`src/rtl/apb4_master_bridge.sv`:
```
// apb4_master_bridge: APB4 initiator that turns a valid/ready command into one
// APB4 SETUP/ACCESS transfer and returns the result on a valid/ready response.
// One transfer in flight at a time; optional ACCESS-phase timeout.
//
// Ports:
//   clk, rst           - clock, synchronous active-high reset
//   cmd_valid/ready    - command handshake (cmd_ready is combinational)
//   cmd_write/addr/wdata/strb/prot - command payload, sampled on accept
//   rsp_valid/ready    - response handshake
//   rsp_rdata/err/timeout - response payload (rdata is 0 for writes/timeouts)
//   busy               - a transfer is in SETUP or ACCESS
//   psel..pprot        - APB4 request outputs (all registered)
//   prdata/pready/pslverr - APB4 completion inputs
module apb4_master_bridge #(
    parameter int unsigned ADDR_WIDTH     = 3,
    parameter int unsigned DATA_WIDTH     = 32,
    parameter int unsigned TIMEOUT_CYCLES = 16
) (
    input  logic                    clk,
    input  logic                    rst,
    input  logic                    cmd_valid,
    output logic                    cmd_ready,
    input  logic                    cmd_write,
    input  logic [ADDR_WIDTH-1:0]   cmd_addr,
    input  logic [DATA_WIDTH-1:0]   cmd_wdata,
    input  logic [DATA_WIDTH/8-1:0] cmd_strb,
    input  logic [2:0]              cmd_prot,
    output logic                    rsp_valid,
    input  logic                    rsp_ready,
    output logic [DATA_WIDTH-1:0]   rsp_rdata,
    output logic                    rsp_err,
    output logic                    rsp_timeout,
    output logic                    busy,
    output logic                    psel,
    output logic                    penable,
    output logic                    pwrite,
    output logic [ADDR_WIDTH-1:0]   paddr,
    output logic [DATA_WIDTH-1:0]   pwdata,
    output logic [DATA_WIDTH/8-1:0] pstrb,
    output logic [2:0]              pprot,
    input  logic [DATA_WIDTH-1:0]   prdata,
    input  logic                    pready,
    input  logic                    pslverr
);

    localparam int unsigned STRB_WIDTH = DATA_WIDTH / 8;
    localparam int unsigned CNT_WIDTH  = (TIMEOUT_CYCLES != 0) ? $clog2(TIMEOUT_CYCLES + 1) : 1;
    // Count value seen on the last permitted stalled ACCESS cycle.
    localparam logic [CNT_WIDTH-1:0] CNT_LAST =
        (TIMEOUT_CYCLES != 0) ? CNT_WIDTH'(TIMEOUT_CYCLES - 1) : '0;

    typedef enum logic [1:0] {
        IDLE   = 2'd0,
        SETUP  = 2'd1,
        ACCESS = 2'd2
    } state_t;

    state_t                  state, state_d;
    logic [CNT_WIDTH-1:0]    wait_cnt, cnt_d;

    logic                    psel_d, penable_d, pwrite_d;
    logic [ADDR_WIDTH-1:0]   paddr_d;
    logic [DATA_WIDTH-1:0]   pwdata_d;
    logic [STRB_WIDTH-1:0]   pstrb_d;
    logic [2:0]              pprot_d;
    logic                    rsp_valid_d, rsp_err_d, rsp_timeout_d, busy_d;
    logic [DATA_WIDTH-1:0]   rsp_rdata_d;

    logic                    accept;
    logic                    timeout_hit;

    // Accept only when idle and the response slot is free or draining now.
    assign cmd_ready   = !rst && (state == IDLE) && (!rsp_valid || rsp_ready);
    assign accept      = cmd_valid && cmd_ready;
    assign timeout_hit = (TIMEOUT_CYCLES != 0) && (wait_cnt == CNT_LAST);

    // Next-state and next-output logic.
    always_comb begin
        state_d       = state;
        cnt_d         = wait_cnt;
        psel_d        = psel;
        penable_d     = penable;
        pwrite_d      = pwrite;
        paddr_d       = paddr;
        pwdata_d      = pwdata;
        pstrb_d       = pstrb;
        pprot_d       = pprot;
        rsp_valid_d   = rsp_valid;
        rsp_rdata_d   = rsp_rdata;
        rsp_err_d     = rsp_err;
        rsp_timeout_d = rsp_timeout;

        // Consumed response drops; a newly loaded response below overrides.
        if (rsp_valid && rsp_ready) begin
            rsp_valid_d = 1'b0;
        end

        case (state)
            IDLE: begin
                if (accept) begin
                    state_d   = SETUP;
                    psel_d    = 1'b1;
                    penable_d = 1'b0;
                    pwrite_d  = cmd_write;
                    paddr_d   = cmd_addr;
                    pwdata_d  = cmd_wdata;
                    pstrb_d   = cmd_write ? cmd_strb : '0;
                    pprot_d   = cmd_prot;
                end
            end
            SETUP: begin
                state_d   = ACCESS;
                penable_d = 1'b1;
                cnt_d     = '0;
            end
            ACCESS: begin
                // pready wins over a timeout on the same cycle.
                if (pready) begin
                    state_d       = IDLE;
                    psel_d        = 1'b0;
                    penable_d     = 1'b0;
                    pwrite_d      = 1'b0;
                    rsp_valid_d   = 1'b1;
                    rsp_rdata_d   = pwrite ? '0 : prdata;
                    rsp_err_d     = pslverr;
                    rsp_timeout_d = 1'b0;
                end else if (timeout_hit) begin
                    state_d       = IDLE;
                    psel_d        = 1'b0;
                    penable_d     = 1'b0;
                    pwrite_d      = 1'b0;
                    rsp_valid_d   = 1'b1;
                    rsp_rdata_d   = '0;
                    rsp_err_d     = 1'b1;
                    rsp_timeout_d = 1'b1;
                end else begin
                    cnt_d = wait_cnt + CNT_WIDTH'(1);
                end
            end
            default: begin
                state_d   = IDLE;
                psel_d    = 1'b0;
                penable_d = 1'b0;
                pwrite_d  = 1'b0;
            end
        endcase

        busy_d = (state_d != IDLE);
    end

    // State and output registers.
    always_ff @(posedge clk) begin
        if (rst) begin
            state       <= IDLE;
            wait_cnt    <= '0;
            psel        <= 1'b0;
            penable     <= 1'b0;
            pwrite      <= 1'b0;
            paddr       <= '0;
            pwdata      <= '0;
            pstrb       <= '0;
            pprot       <= '0;
            rsp_valid   <= 1'b0;
            rsp_rdata   <= '0;
            rsp_err     <= 1'b0;
            rsp_timeout <= 1'b0;
            busy        <= 1'b0;
        end else begin
            state       <= state_d;
            wait_cnt    <= cnt_d;
            psel        <= psel_d;
            penable     <= penable_d;
            pwrite      <= pwrite_d;
            paddr       <= paddr_d;
            pwdata      <= pwdata_d;
            pstrb       <= pstrb_d;
            pprot       <= pprot_d;
            rsp_valid   <= rsp_valid_d;
            rsp_rdata   <= rsp_rdata_d;
            rsp_err     <= rsp_err_d;
            rsp_timeout <= rsp_timeout_d;
            busy        <= busy_d;
        end
    end

endmodule

```
`config.mk`:
```
export PLATFORM = sky130hd
export DESIGN_NAME = apb4_master_bridge
export DESIGN_NICKNAME = d
export VERILOG_FILES = /design/src/rtl/apb4_master_bridge.sv
export SDC_FILE = /design/constraint.sdc
export NUM_CORES = 1
export LEC_CHECK = 0
export ABC_CLOCK_PERIOD_IN_PS = 2200
export CORE_MARGIN = 2
export CORE_UTILIZATION = 37
export DETAILED_ROUTE_END_ITERATION = 6
export PLACE_DENSITY = 0.84
export SYNTH_ARGS = -nofsm -noshare
export SYNTH_HDL_FRONTEND = slang
export SYNTH_SLANG_ARGS = --single-unit
```
`constraint.sdc`:
```
create_clock -name clk -period 2.2 [get_ports clk]
set_input_delay 0.44 -clock clk [delete_from_list [all_inputs] [get_ports clk]]
set_output_delay 0.44 -clock clk [all_outputs]
set_load 0.02 [all_outputs]
```
==> summary.txt, run 1 <==
Reports from this run.

- The area of the mapped netlist is about 3600 um2.
- Per the timing report, the achievable frequency comes out to 0.481 GHz.
- The clock tree from TritonCTS reads done.
- The first global-routing pass estimated 15.0 mm of wire.
- The number of instances in the synthesized netlist reads between 300 and 400.
- The worst-skew pair later-pin latency is 0.34 ns.
- In the synthesized netlist the async set-or-reset flop fraction comes to 0%.
- Per the log, the first TritonRoute iteration ended with a DRC count of 73.
- The DRC violation total left in the routed layout is recorded as 0.
- The run finished with clean final reports.
- The total nets after synthesis reads 445.
- Setup slack on the worst path after placement came out at 0.0411 ns.
- The number of cells in the design after placement is about 640.
- The starting density of the core is between 30% and 40%.
- The area growth from synthesis to layout is 55.6%.
- The most used standard cell by instance count after synthesis is sky130_fd_sc_hd__dfxtp_1.
- After routing, the total negative slack on setup checks comes to 0 ns.
- The reg-to-reg startpoint is wait_cnt[0].
- The number of vias in the routed layout reads roughly 3300.
- The overall track demand over capacity in global routing reads 18.3%.
- The most common flop cell mapped by yosys reads sky130_fd_sc_hd__dfxtp_1.
- The capture point of the critical path reads wait_cnt[2].
- Buffers placed on the I/O ports in this run total 162.
- The number of global-route vias before repair reads roughly 3200.
- The core region is 9280 um2.
- The final max-slew violation count is 0.
- The deepest clock path buffer count reads 2.
- The die footprint reads 10400 um2.
- The antenna diode count reads 0.
- The synthesized flop and latch total is 88.
- The worst endpoint required time is 2.45 ns.
- Detailed placement reports a standard cell area of 5360 um2.
- The share of cells above drive strength 1 reads 8.76%.
- The top-area cell type share of the netlist area reads around half.
- Yosys attributes the largest share of cell area to sky130_fd_sc_hd__dfxtp_1, sky130_fd_sc_hd__mux2_1, sky130_fd_sc_hd__nor2b_1.
- The final critical-path setup slack reads 0.122 ns.
- The number of warnings reported in the yosys synthesis log is 0.
- The largest driver fanout on the critical path is 5.
- The cell at the root of the clock tree reads sky130_fd_sc_hd__clkbuf_8.
- The final critical delay including setup and external delays reads 2.08 ns.
- The kind of launch point of the worst setup path is a register.
- In this run, distinct cell masters in the synthesized netlist total 40.
- The initial antenna violation count was 0.
- At the worst endpoint, the arrival time is 2.33 ns.
- The most used logic cell in the final layout reads sky130_fd_sc_hd__clkdlybuf4s50_1.
- The routed wire length per instance is 14.9 um.
- The number of flops mapped to enable cells by yosys reads 0.
- The floorplan step set the die height to 102 um.
- The registers reported with the highest flop counts are pwdata (32), rsp_rdata (32), wait_cnt (5).
- The worst hold-check path type reads register to register.
- The deepest level of the CTS H-tree is 3.
- The sequential element share of the synthesized area is roughly 49%.
- The maximum clock skew at final layout reads approximately 0.014 ns.
- The horizontal die dimension reads 102 um.
- The number of cells in the yosys synthesis report is 362.
- The final standard cell utilization of the core reads between 50% and 60%.
- The reg-to-reg setup timing slack is 0.12 ns.
- Sorting the synthesized cells by how often they occur yields sky130_fd_sc_hd__dfxtp_1, sky130_fd_sc_hd__nor2b_1, sky130_fd_sc_hd__a21oi_1.
- The power after layout reads around 3.4 mW.
- The total power per unit cell area reads between 600 and 700 nW/um2.
- The final timing summary puts the cycle share of the worst path at between 90% and 100%.
- The clock slew at the register clock pins of the worst setup and hold paths is 0.08 ns.
- In the final design database the tool counted between 600 and 700 nets.
- The number of standard cells in the final layout excluding fillers is 654.
- The final number of setup-violating endpoints reads 0.
- Global routing finished with a remaining overflow of 0.
- The max-capacitance violation count is 0.
- The count of nets left with antenna violations once routing finished came out at 0.
- The cell type with the largest total area is sky130_fd_sc_hd__dfxtp_1.
- The script extracted a total leakage power of 2.05 nW.
- The most common logic cells in the final layout are sky130_fd_sc_hd__clkdlybuf4s50_1, sky130_fd_sc_hd__dfxtp_1, sky130_fd_sc_hd__nor2b_1.
- For this block, the routed nets add up to about 10 mm of wire.
- The length in cells of the worst reg-to-reg path is 6.
- RePlAce ended its routability-driven mode at a weighted congestion of slightly below 0.8.
- The finished cells cover 5540 um2.
- The type of the setup path with the least slack is register to register.
- Setup repair after global routing left no endpoint under its margin.
- The average via count per standard cell reads ~5.
- The synthesized area per cell is 9.83 um2.
- The number of ports placed on the die boundary is between 150 and 200.
-- run 1: power breakdown --
group / internal (mW) / switching (mW) / leakage (nW)
logic: 0.372 / 0.306 / 1.24
clock network: 0.453 / 0.584 / 0.0943
registers: 1.68 / 0.0405 / 0.718
-- run 1: critical path, cell delays in order, from the launching register on --
cell and delay [ns]:
sky130_fd_sc_hd__dfxtp_1 0.35, sky130_fd_sc_hd__ha_1 0.22, sky130_fd_sc_hd__and3_1 0.18, sky130_fd_sc_hd__ha_1 0.19
sky130_fd_sc_hd__or4b_1 0.51, sky130_fd_sc_hd__or3_1 0.33, sky130_fd_sc_hd__a211oi_2 0.22
-- run 1: logic make-up after synthesis --
family	share of synthesized area, %
buf+inv	4.96
simple gates	19.1
fa+ha+maj	0.703
mux	12.0
compound gates	13.7
flops	49.5
-- run 1: metal layers --
layer	GRT usage [%]	share of wire (%)	vias up
met2	30.8	47	141
met1	21.2	41	1559
li1	-	-	1604
met4	5.85	1.5	0
met5	0	0	-
met3	7.80	11	11
-- run 1: area by class of cell --
type / count / area, um2
repair buffers: 181 / 1770
clock inverters: 5 / 40.0
well taps: 129 / 161
flip-flops and latches: 88 / 1760
clock buffers: 11 / 141
multi-input cells: 231 / 1630
inverters: 9 / 33.8
fillers: 790 / 3740
-- run 1: worst min path at each step --
stage                  start       endpoint  slack [ns]  depth (start not counted)
6_report       rsp_rdata[23]  rsp_rdata[23]        0.48                          2
5_1_grt             pstrb[3]       pstrb[3]        0.49                          2
3_5_place_dp    rsp_rdata[7]   rsp_rdata[7]        0.47                          2
2_1_floorplan    wait_cnt[3]    wait_cnt[3]        0.44                          1
3_3_place_gp        pstrb[3]       pstrb[3]        0.45                          2
4_1_cts         rsp_rdata[7]   rsp_rdata[7]        0.48                          2
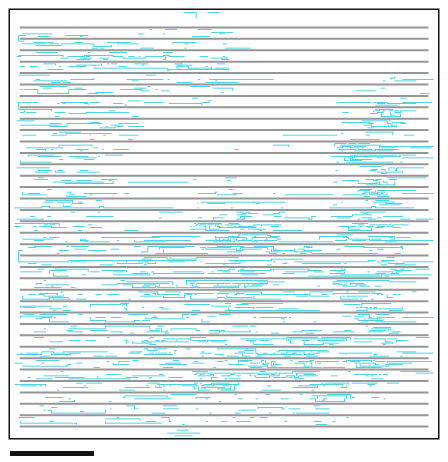
*Signal wires on met1, run 1*
The bar under the picture is 20 um long. Supply wires on this layer in gray.
wire length on this layer = 3970 um
nets with wire on the layer = 530
main direction = horizontal

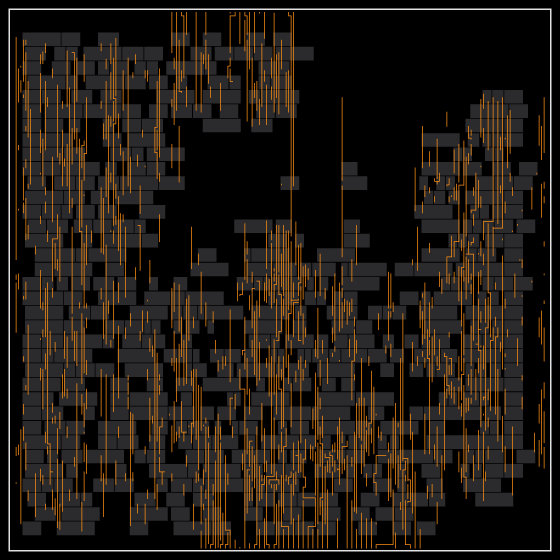
*The metal 2 layer, run 1*
wire length on this layer = 4580 um
share of all routed wire = 47%
main direction = vertical
longest straight run = 42.0 um
nets with wire on the layer = 527

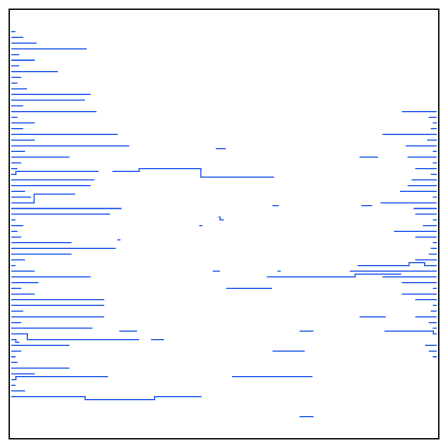
*M3 wires, run 1*
share of all routed wire = 11%
wire length on this layer = 1030 um

--- run 2 (diff from run 1) ---
- CTS_CLUSTER_DIAMETER: unset -> 30
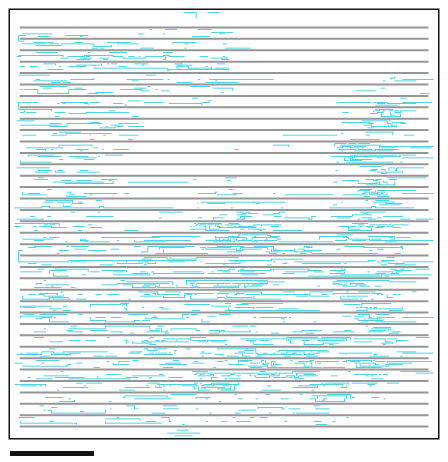
*Signal wires on met1, run 2*
The bar under the picture is 20 um long. Supply wires on this layer in gray.
wire length on this layer = 3970 um
main direction = horizontal
share of all routed wire = 41%
nets with wire on the layer = 530

==> run 2 against run 1 <==
  * Fmax is the same
  * Sequential power about the same
  * First-iteration DRC count unchanged
  * Clock power barely moved
==> summary.txt, run 2 <==
Reports from this run.

- The horizontal die dimension was 102 um (unchanged).
- The most used standard cell by instance count after synthesis reads sky130_fd_sc_hd__dfxtp_1.
- The power after layout is 3.43 mW (unchanged).
- The number of warnings reported in the yosys synthesis log is 0 (unchanged).
- The clock slew at the register clock pins of the worst setup and hold paths reads 0.08 ns (about the same).
- The proportion of synthesized flip-flops having asynchronous set or reset reads 0% (unchanged).
- The worst setup slack after placement is 0.0411 ns (unchanged).
- The relative contribution of the clock network to total power reads 30.2% (about the same).
- The final standard cell utilization of the core was 59.7% (unchanged).
- The synthesized area per cell is 9.83 um2 (unchanged).
- The met1 usage reads 21.2% (unchanged).
- The aggregate global routing overflow is 0 (unchanged).
- The reg-to-reg setup timing slack is 0.12 ns (about the same).
- The most common cell type on the critical path reads sky130_fd_sc_hd__ha_1.
- The first-iteration detailed-routing DRC count is 73 (unchanged).
- The layout net count reads 603 (unchanged).
- The sequential element share of the synthesized area was 49.5% (unchanged).
- The number of vias in the routed layout is 3315 (unchanged).
- The total nets after synthesis is 445 (unchanged).
- The kind of launch point of the worst setup path is a register.
- The area of the mapped netlist came to 3560 um2 (unchanged).
- The die height is 102 um (unchanged).
- The number of global-route vias before repair came to 3216 (unchanged).
- The final number of setup-violating endpoints reads 0 (unchanged).
- The number of cells in the yosys synthesis report reads 362 (unchanged).
- The arrival time reported for the critical path endpoint is 2.33 ns (about the same).
- The global placer's final weighted congestion is 0.782 (unchanged).
- The number of flops mapped to enable cells by yosys reads 0 (unchanged).
- The residual DRC count is 0 (unchanged).
- The most used logic cell in the final layout is sky130_fd_sc_hd__clkdlybuf4s50_1.
- The standard cell with the maximum stage delay on the critical path reads sky130_fd_sc_hd__or4b_1.
- TritonCTS built the clock tree.
- The die footprint is 10400 um2 (unchanged).
- The cell leakage power was 2.05 nW (unchanged).
- The type of the setup path with the least slack is register to register.
- The total power per unit cell area was 619 nW/um2 (unchanged).
- The report lists the cells along the critical path as ha_1 > and3_1 > ha_1 > or4b_1 > or3_1 > a211oi_2.
- The largest family of logic cells by area reads simple AND/OR/NAND/NOR gates.
- The area fraction in and, or, nand and nor cells came to 19.1% (unchanged).
- The highest cell delay on the worst timing path reads 0.51 ns (about the same).
- The highest routed metal layer reads met4.
- The final critical delay including setup and external delays reads 2.08 ns (unchanged).
- The cell at the root of the clock tree reads sky130_fd_sc_hd__clkbuf_8.
- The routed length on met3 reads 1.03 mm (unchanged).
- The dominant delay contributor by cell family on the critical path reads simple AND/OR/NAND/NOR gates.
- The power dissipated by switching net loads is 931 uW (unchanged).
- The starting density of the core was 38.3% (unchanged).
- The run finished with clean final reports.
- The xor-xnor portion of the synthesized cell area was 0% (unchanged).
- The combinational share of power is 19.8% (about the same).
- Setup repair after global routing left no endpoint under its margin.
- The maximum frequency from static timing analysis reads 0.481 GHz (unchanged).
- The routed wire length is 9.73 mm (unchanged).
- The maximum clock skew at final layout is 0.0135 ns (unchanged).
- The deepest level of the CTS H-tree was 3 (unchanged).
- The sequential share of power is 50.0% (about the same).
- The registers reported with the highest flop counts are pwdata (32), rsp_rdata (32), wait_cnt (5).
- The floorplan core area reads 9280 um2 (unchanged).
- The largest driver fanout on the critical path is 5 (unchanged).
- The share of cells above drive strength 1 came to 8.76% (unchanged).
- The count of buffer and inverter cells on the critical path is 0 (unchanged).
- The global routing met3 resource utilization is 7.80% (unchanged).
- The post-route setup TNS is 0 ns (unchanged).
- The synthesized flop and latch total was 88 (unchanged).
- The cell type that accounts for the most area after synthesis is sky130_fd_sc_hd__dfxtp_1.
- The layer carrying the most global-route usage is met2.
- The max-capacitance violation count came to 0 (unchanged).
- The routed wire length per instance is 14.9 um (unchanged).
- The top-area cell type share of the netlist area is 49.5% (unchanged).
- The switching share of total power reads 27.1% (unchanged).
- The most common flop cell mapped by yosys reads sky130_fd_sc_hd__dfxtp_1.
- The internal portion of total power reads 2.50 mW (unchanged).
- According to the hold report, the worst path is of the register to register type.
- The number of ports placed on the die boundary is 163 (unchanged).
- Sorting the synthesized cells by area gives the leading types as sky130_fd_sc_hd__dfxtp_1, sky130_fd_sc_hd__mux2_1, sky130_fd_sc_hd__nor2b_1.
- The adder-cell area share of the yosys netlist is 0.703% (unchanged).
- The worst endpoint required time was 2.45 ns (about the same).
- After synthesis, the most frequently instantiated cells are sky130_fd_sc_hd__dfxtp_1, sky130_fd_sc_hd__nor2b_1, sky130_fd_sc_hd__a21oi_1.
- The final critical-path setup slack was 0.122 ns (unchanged).
- The area fraction in mux cells is 12.0% (unchanged).
- The initial antenna violation count came to 0 (unchanged).
- The area fraction in compound gates is 13.7% (unchanged).
- The final max-slew violation count reads 0 (unchanged).
- The number of instances in the synthesized netlist is 362 (unchanged).
- The wire length on met1 is 3.97 mm (unchanged).
- The average via count per standard cell reads 5.07 (unchanged).
- The growth of design area from synthesis to finish reads 55.6% (unchanged).
- In the layout the commonest cells are sky130_fd_sc_hd__clkdlybuf4s50_1, sky130_fd_sc_hd__dfxtp_1, sky130_fd_sc_hd__nor2b_1.
- The deepest clock path buffer count is 2 (unchanged).
## run 2: cell counts in the layout (fill, tap and decap cells not counted)
Identical to the previous run, type by type.
## run 2: stage by stage
stage                     hold slack (ns)  cells  cell area, um2
after CTS                           0.481    654            5540
after global routing                0.492    654            5540
after floorplan                     0.443    362            3560
after global placement              0.451    638            5360
final                               0.477    654            5540
after detailed placement            0.467    638            5360
## run 2: logic make-up (layout without fill, tap and decap cells)
family	after synthesis	count (layout)
AND-OR/OR-AND	86	86
adder cells (fa/ha/maj)	2	2
multiplexers	38	38
flip-flops	88	88
buffers and inverters	43	206
AND/OR/NAND/NOR	105	105
## run 2: path summary, 6_finish.rpt
check                      from            end  cells after the start
setup / recovery    wait_cnt[0]    wait_cnt[2]                      6
hold reg to reg   rsp_rdata[23]  rsp_rdata[23]                      2
hold / removal    rsp_rdata[23]  rsp_rdata[23]                      2
setup reg to reg    wait_cnt[0]    wait_cnt[2]                      6
## run 2: power by group through the flow
stage          Sequential, mW  Clock, mW  Combinational (mW)
5_1_grt                  1.73       1.14               0.723
2_1_floorplan            1.85          0               0.209
4_1_cts                  1.72       1.07               0.685
3_5_place_dp             1.75          0               0.682
6_report                 1.72       1.04               0.678
3_3_place_gp             1.75          0               0.672
## run 2: repair_timing
action | 4_1_cts | 5_1_grt
gates resized | 1 | 0
pin swaps | 0 | 1
hold buffers | 0 | 0
endpoints found under the setup margin | 1 | 1
cloned | 0 | 0
## run 2: layout make-up
cell class	instances	area (um2)
Inverter	9	33.8
Multi-Input combinational cell	231	1630
Clock buffer	11	141
Clock inverter	5	40.0
Tap cell	129	161
Sequential cell	88	1760
Timing Repair Buffer	181	1770
Fill cell	790	3740
--- run 3 (diff from run 2) ---
- ABC_AREA: unset -> 1
- ABC_CLOCK_PERIOD_IN_PS: 2200 -> unset
- CORE_ASPECT_RATIO: unset -> 0.75
- CORE_UTILIZATION: 37 -> 36
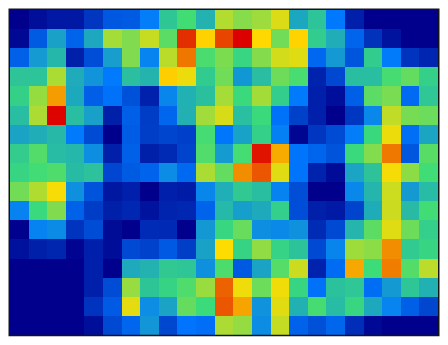
*Signal metal coverage by tile, run 3*
23 x 17 tiles, from dark blue (low) to red (high), scaled to the fullest tile. Values are wire area over tile area, all layers added.
mean over tiles = 0.14
fullest tile = 0.42
tiles over half the peak = 27%

==> run 3 against run 2 <==
  * Sequential share of layout area grew 1.3 points
  * Critical path depth shrank 2
  * Wire length shrank 9.4%
==> summary.txt, run 3 <==
Reports from this run.

- The clock slew at the register clock pins of the worst setup and hold paths is 0.06 ns (-0.02 ns).
- The number of cells in the yosys synthesis report reads 410 (+13%).
- The number of flops mapped to enable cells by yosys reads 0 (unchanged).
- The adder-cell area share of the yosys netlist came to 0.764% (+0.061 points).
- The cell leakage power reads 2.13 nW (+4.0%).
- The floorplan core area is 8930 um2 (-3.8%).
- The capture point of the critical path is cmd_ready.
- The worst endpoint required time is 1.76 ns (-0.69 ns).
- The die height reads 86.6 um (-15%).
- The aggregate global routing overflow reads 0 (unchanged).
- The max-capacitance violation count was 0 (unchanged).
- The maximum frequency from static timing analysis reads 0.499 GHz (+3.7%).
- The wire length on met1 is 3.76 mm (-5.3%).
- The global placer's final weighted congestion is 0.792 (+1.2%).
- The global routing met3 resource utilization was 5.80% (-2.0 points).
- The min-delay analysis places its worst path in the category register to register.
- By count the netlist is led by sky130_fd_sc_hd__nand2_1, sky130_fd_sc_hd__dfxtp_1, sky130_fd_sc_hd__nand3_1.
- The layer carrying the most global-route usage reads met2.
- The starting density of the core reads 36.7% (-1.7 points).
- The total nets after synthesis reads 493 (+11%).
- In the final layout, the registers with the most flip-flops are pwdata (32), rsp_rdata (32), wait_cnt (5).
- The sequential element share of the synthesized area is 53.8% (+4.3 points).
- The number of warnings reported in the yosys synthesis log reads 0 (unchanged).
- The synthesized flop and latch total is 88 (unchanged).
- The area fraction in mux cells reads 0% (-12 points).
- The cell type that accounts for the most area after synthesis is sky130_fd_sc_hd__dfxtp_1.
- The final critical delay including setup and external delays is 2.00 ns (-0.0746 ns).
- The area of the mapped netlist is 3280 um2 (-7.9%).
- The final number of setup-violating endpoints reads 0 (unchanged).
- The final max-slew violation count reads 0 (unchanged).
- The met1 usage reads 20.2% (-1.0 points).
- The synthesis report names the predominant flop master as sky130_fd_sc_hd__dfxtp_1.
- The run finished with clean final reports.
- The number of cells in the design after placement reads 667 (+4.5%).
- The critical path is of the primary input to primary output type.
- The reg-to-reg setup timing slack reads 0.41 ns (+0.29 ns).
## run 3: cell types whose count changed after synthesis, sizes merged, moves of 19 or more
cell    change
o21ai      -29
nand4b     -19
nand2     +132
mux2       -38
nor2b      -41
nand3      +69
## run 3: how the worst min path moves through the flow
stage	from	to	slack, ns	cells after the start
CTS	psel	psel	0.46	2
floorplan	wait_cnt[0]	wait_cnt[0]	0.44	1
global route	rsp_rdata[7]	rsp_rdata[7]	0.48	2
detailed placement	psel	psel	0.45	2
global placement	psel	psel	0.44	2
finish	psel	psel	0.45	2
## run 3: final cells by class
cell class | instances | area [um2]
clock buffers | 12 | 246
clock inverters | 3 | 90.1
fillers | 777 | 3610
inverters | 18 | 70.1
multi-input cells | 278 | 1300
flip-flops and latches | 88 | 1760
well taps | 112 | 140
repair buffers | 171 | 1710
## run 3: what timing repair did
item	CTS	global route
pin swaps	0	0
setup endpoints to repair	1	1
gates resized	1	1
## run 3: power breakdown
group          leakage [nW]  internal (mW)  switching, mW
Combinational          1.25          0.310          0.294
Sequential            0.718           1.67         0.0424
Clock                 0.163           1.13          0.559
Total                  2.13           3.12          0.896
## run 3: metrics by stage
| step | TNS, ns | setup slack, ns | area (um2) | power (mW) |
|---|---|---|---|---|
| final | 0 | 0.196 | 5320 | 4.01 |
| after global routing | 0 | 0.161 | 5320 | 4.18 |
| after global placement | -1.43 | -0.0575 | 4990 | 2.35 |
| after floorplan | 0 | 0.481 | 3280 | 2.01 |
| after detailed placement | -2.45 | -0.0870 | 4990 | 2.36 |
| after CTS | 0 | 0.193 | 5320 | 4.07 |
## run 3: worst max-delay path, stage by stage
cell and delay, ns:
sky130_fd_sc_hd__clkdlybuf4s50_1 0.49, sky130_fd_sc_hd__nor2_1 0.08, sky130_fd_sc_hd__nor4_1 0.18, sky130_fd_sc_hd__dlygate4sd2_1 0.38

==> layout pictures side by side <==
Track usage over the die.
picture 1
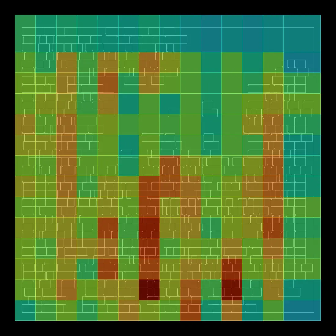
picture 2
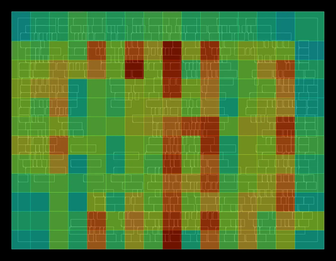
| from | picture |
|---|---|
| run 3 | picture 2 |
| run 1 | picture 1 |
The one with the most wire per cell is picture 1.

No activity file was given, so power comes from the tool's default toggle rates.
